$ cat src/rtl/rr_arbiter8_pkg.sv
// rr_arbiter8_pkg: shared constants and FSM encoding for the 8-way round-robin arbiter
package rr_arbiter8_pkg;
    localparam int NREQ = 8;
    localparam int ID_W = 3;
    typedef enum logic {ST_IDLE = 1'b0, ST_GRANT = 1'b1} state_t;
endpackage

$ cat src/rtl/rr_arbiter8_prio_enc.sv
// prio_enc8_lsb: 8-to-3 priority encoder selecting the lowest set bit
module prio_enc8_lsb
    import rr_arbiter8_pkg::*;
(
    input  logic [NREQ-1:0] in,
    output logic [ID_W-1:0] idx,
    output logic            vld
);
    always_comb begin
        idx = '0;
        for (int i = NREQ - 1; i >= 0; i--)
            if (in[i]) idx = ID_W'(i);
        vld = |in;
    end
endmodule

$ cat src/rtl/rr_arbiter8.sv
// rr_arbiter8: round-robin arbiter for 8 requesters with hold limit and one-cycle handoff gap
module rr_arbiter8
    import rr_arbiter8_pkg::*;
#(
    parameter int MAX_HOLD = 16,
    parameter int CNT_W    = 8
) (
    input  logic            clk,
    input  logic            rst,
    input  logic            en,
    input  logic [NREQ-1:0] req,
    output logic [NREQ-1:0] gnt,
    output logic [ID_W-1:0] gnt_id,
    output logic            gnt_vld,
    output logic            timeout
);
    state_t            state, state_n;
    logic [NREQ-1:0]   gnt_n;
    logic [ID_W-1:0]   id_n, last, last_n, m_idx, r_idx, pick;
    logic              vld_n, to_n, m_vld, r_vld;
    logic [CNT_W-1:0]  hold_cnt, cnt_n;
    logic [NREQ-1:0]   mask;

    // Only requesters strictly above the previous owner; empty when last=7, so search wraps to 0.
    assign mask = 8'hFE << last;
    assign pick = m_vld ? m_idx : r_idx;

    prio_enc8_lsb u_masked (.in(req & mask), .idx(m_idx), .vld(m_vld));
    prio_enc8_lsb u_full   (.in(req),        .idx(r_idx), .vld(r_vld));

    always_comb begin
        state_n = state;
        gnt_n   = gnt;
        id_n    = gnt_id;
        vld_n   = gnt_vld;
        to_n    = 1'b0;
        cnt_n   = hold_cnt;
        last_n  = last;
        if (state == ST_IDLE) begin
            if (en && r_vld) begin
                state_n = ST_GRANT;
                gnt_n   = 8'd1 << pick;
                id_n    = pick;
                vld_n   = 1'b1;
                cnt_n   = '0;
            end
        end else if (!req[gnt_id] || hold_cnt == CNT_W'(MAX_HOLD - 1)) begin
            // Release wins over the hold limit, so timeout only fires while the owner still requests.
            state_n = ST_IDLE;
            gnt_n   = '0;
            vld_n   = 1'b0;
            last_n  = gnt_id;
            to_n    = req[gnt_id];
        end else begin
            cnt_n = hold_cnt + 1'b1;
        end
    end

    always_ff @(posedge clk) begin
        if (rst) begin
            state    <= ST_IDLE;
            gnt      <= '0;
            gnt_id   <= '0;
            gnt_vld  <= 1'b0;
            timeout  <= 1'b0;
            hold_cnt <= '0;
            last     <= 3'd7;
        end else begin
            state    <= state_n;
            gnt      <= gnt_n;
            gnt_id   <= id_n;
            gnt_vld  <= vld_n;
            timeout  <= to_n;
            hold_cnt <= cnt_n;
            last     <= last_n;
        end
    end
endmodule

$ cat config.mk
export PLATFORM = sky130hd
export DESIGN_NAME = rr_arbiter8
export DESIGN_NICKNAME = d
export VERILOG_FILES = /design/src/rtl/rr_arbiter8_pkg.sv /design/src/rtl/rr_arbiter8_prio_enc.sv /design/src/rtl/rr_arbiter8.sv
export SDC_FILE = /design/constraint.sdc
export NUM_CORES = 1
export LEC_CHECK = 0
export CORE_AREA = 2 2 65 67
export DETAILED_ROUTE_END_ITERATION = 8
export DIE_AREA = 0 0 67 69
export GPL_ROUTABILITY_DRIVEN = 0
export HOLD_SLACK_MARGIN = 0.08
export MAX_ROUTING_LAYER = met4
export PLACE_DENSITY_LB_ADDON = 0.15
export SLEW_MARGIN = 20
export SYNTH_ARGS = -nofsm -noshare
export SYNTH_HDL_FRONTEND = slang
export SYNTH_SLANG_ARGS = --single-unit
$ cat constraint.sdc
create_clock -name clk -period 2 [get_ports clk]
set_clock_uncertainty 0.05 [all_clocks]
set_input_delay 0.5 -clock clk [delete_from_list [all_inputs] [get_ports clk]]
set_output_delay 0.5 -clock clk [all_outputs]
set_load 0.05 [all_outputs]
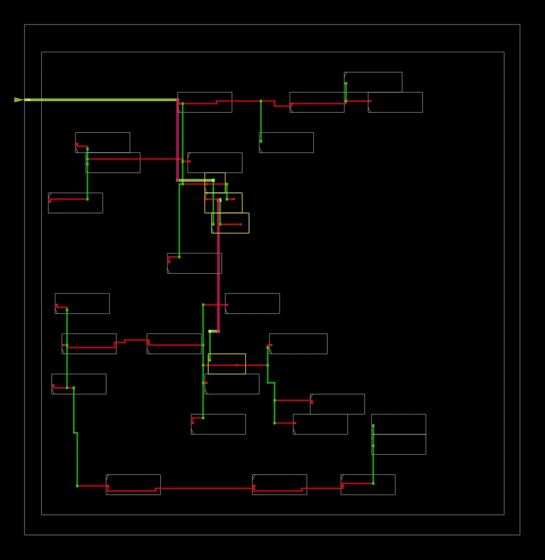
Figure 1: clock wiring as the flow saved it.
Clock group: 0.306 mW
total clock buffers created by CTS: 3
Latency at later pin: 0.27 ns
clock buffer count in the final layout: 3

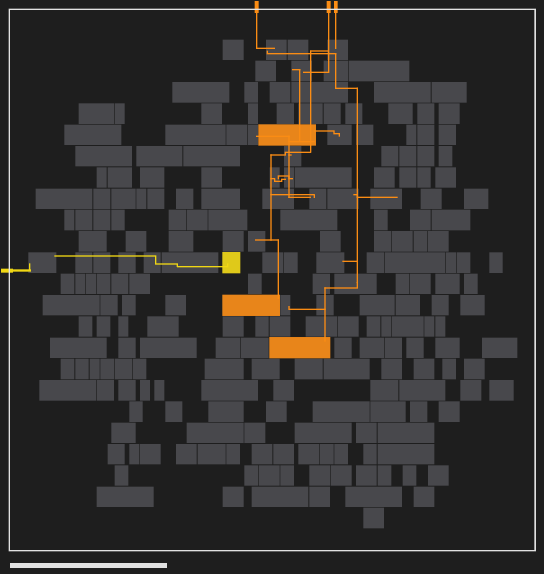
Figure 2: nets reached from selected ports.
Bar = 20 um.
Yellow marks `en`, bits 1, direction input, end cells 1, buffers 1, wire 26.7 um. Orange marks `gnt_id`, bits 3, direction output, end cells 3, buffers 3, wire 173 um.

==> results.txt <==
fresh numbers from the pnr run: DRT iter0 DRCs 138, Worst setup startpoint req[1], floorplan-stage core utilization 0.388, combinational gates 141, Tool Warnings 26, setup_tns 0 ns, flop share of the area 0.247, largest registers ranked by flip-flop count gnt x8, hold_cnt x8, number of ordinary inverters in the final layout 4, PD cells between 600 and 700 mW/mm^2, Critical Path AT between 2 and 2.5 ns, via density per instance between 5 and 6, global-route track usage on met1 0.238, RSZ-0062 raised after global routing no, highest-count cells in the layout ignoring fill and taps buf_4, dfxtp_1, nand2b_1, most common logic cell in the routed design buf_4, part of the cycle the worst path needs 0.968, total number of H-tree levels 1, global route total overflow 0, DP Cell Count approximately 270, syn_nets around 190, clock slew seen by the registers of the worst setup and hold paths around 0.090 ns, setup slack after layout between 0.06 and 0.07 ns, maximum root-to-sink buffer count 2, highest-power group sequential cells, warnings from Yosys 0, post-layout net count ~240, total design power approximately 1.3 mW, Slew @ Worst Pin approximately 0.37 ns, post-synth top area cell dfxtp_1, number of cells in Yosys stat about 180, Die Y 69 um, yosys simple share 0.318, post-cts sizing count 15, fa+ha+maj area frac 0.00824, Antenna Diode Count 0, register area share after synthesis 0.330, placed instance area approximately 0.0019 sq mm, CTS tree done, layout cell share with drive strength beyond 1 0.342, Dominant combinational family simple AND/OR/NAND/NOR gates, count of library flops with an enable pin 0, Critical R2R Capture last[0], mux share of post-synthesis cell area 0.0379, WP data required around 2.1 ns, maximum vdd ir drop ~0.36 mV, Leading cell kind logic gates, horizontal die size between 60 and 70 um, initial antenna violation count 0, count of endpoints failing hold in the final timing report 0, number of remaining DRC errors 0, Storage cell area 503 sq um, reg2reg start hold_cnt[4], average routed wire per standard cell between 10 and 15 um, GR Layer Usage met2 0.303, post-synth area from yosys stat around 0.0015 sq mm, Combinational Power Share 0.346, async set-reset flop share out of synthesis 0, Leak around 0.78 nW, total via count after detailed routing between 1.5k and 2k, buffers inserted by post-CTS timing repair 1, Worst Hold Class reg -> reg, peak-usage layer in the global routing report met2, Synth Cell Area about 0.0015 sq mm, fraction of power spent switching nets 0.345, number of instances on the worst hold path 2, final core utilization 0.520, type of the worst setup path in -> reg, Comb. pwr 0.459 mW, count of nets left with antenna violations after detail routing 0, synth cell count leaders dfxtp_1, nand2b_1, nand3_1, nor2_1, root buffer cell clkbuf_8, final standard cell count with taps included and fillers excluded 272, worst setup path endpoint last[0], synthesized instance count roughly 180, Yosys top cell area share 0.330, Power Sequential around 0.56 mW, internal power component just under 0.9 mW, crit-path cells dlygate4sd2_1, mux2_2, o22ai_4, o31ai_4, buf_4, and2_1, a211o_1, share of total power in sequential cells 0.422, Yosys top cell by instances dfxtp_1, run status finished, final reports clean, endpoint with the worst hold slack gnt[2], wl on met1 between 1500 and 2000 um
Power is estimated from default activity; no workload was simulated.
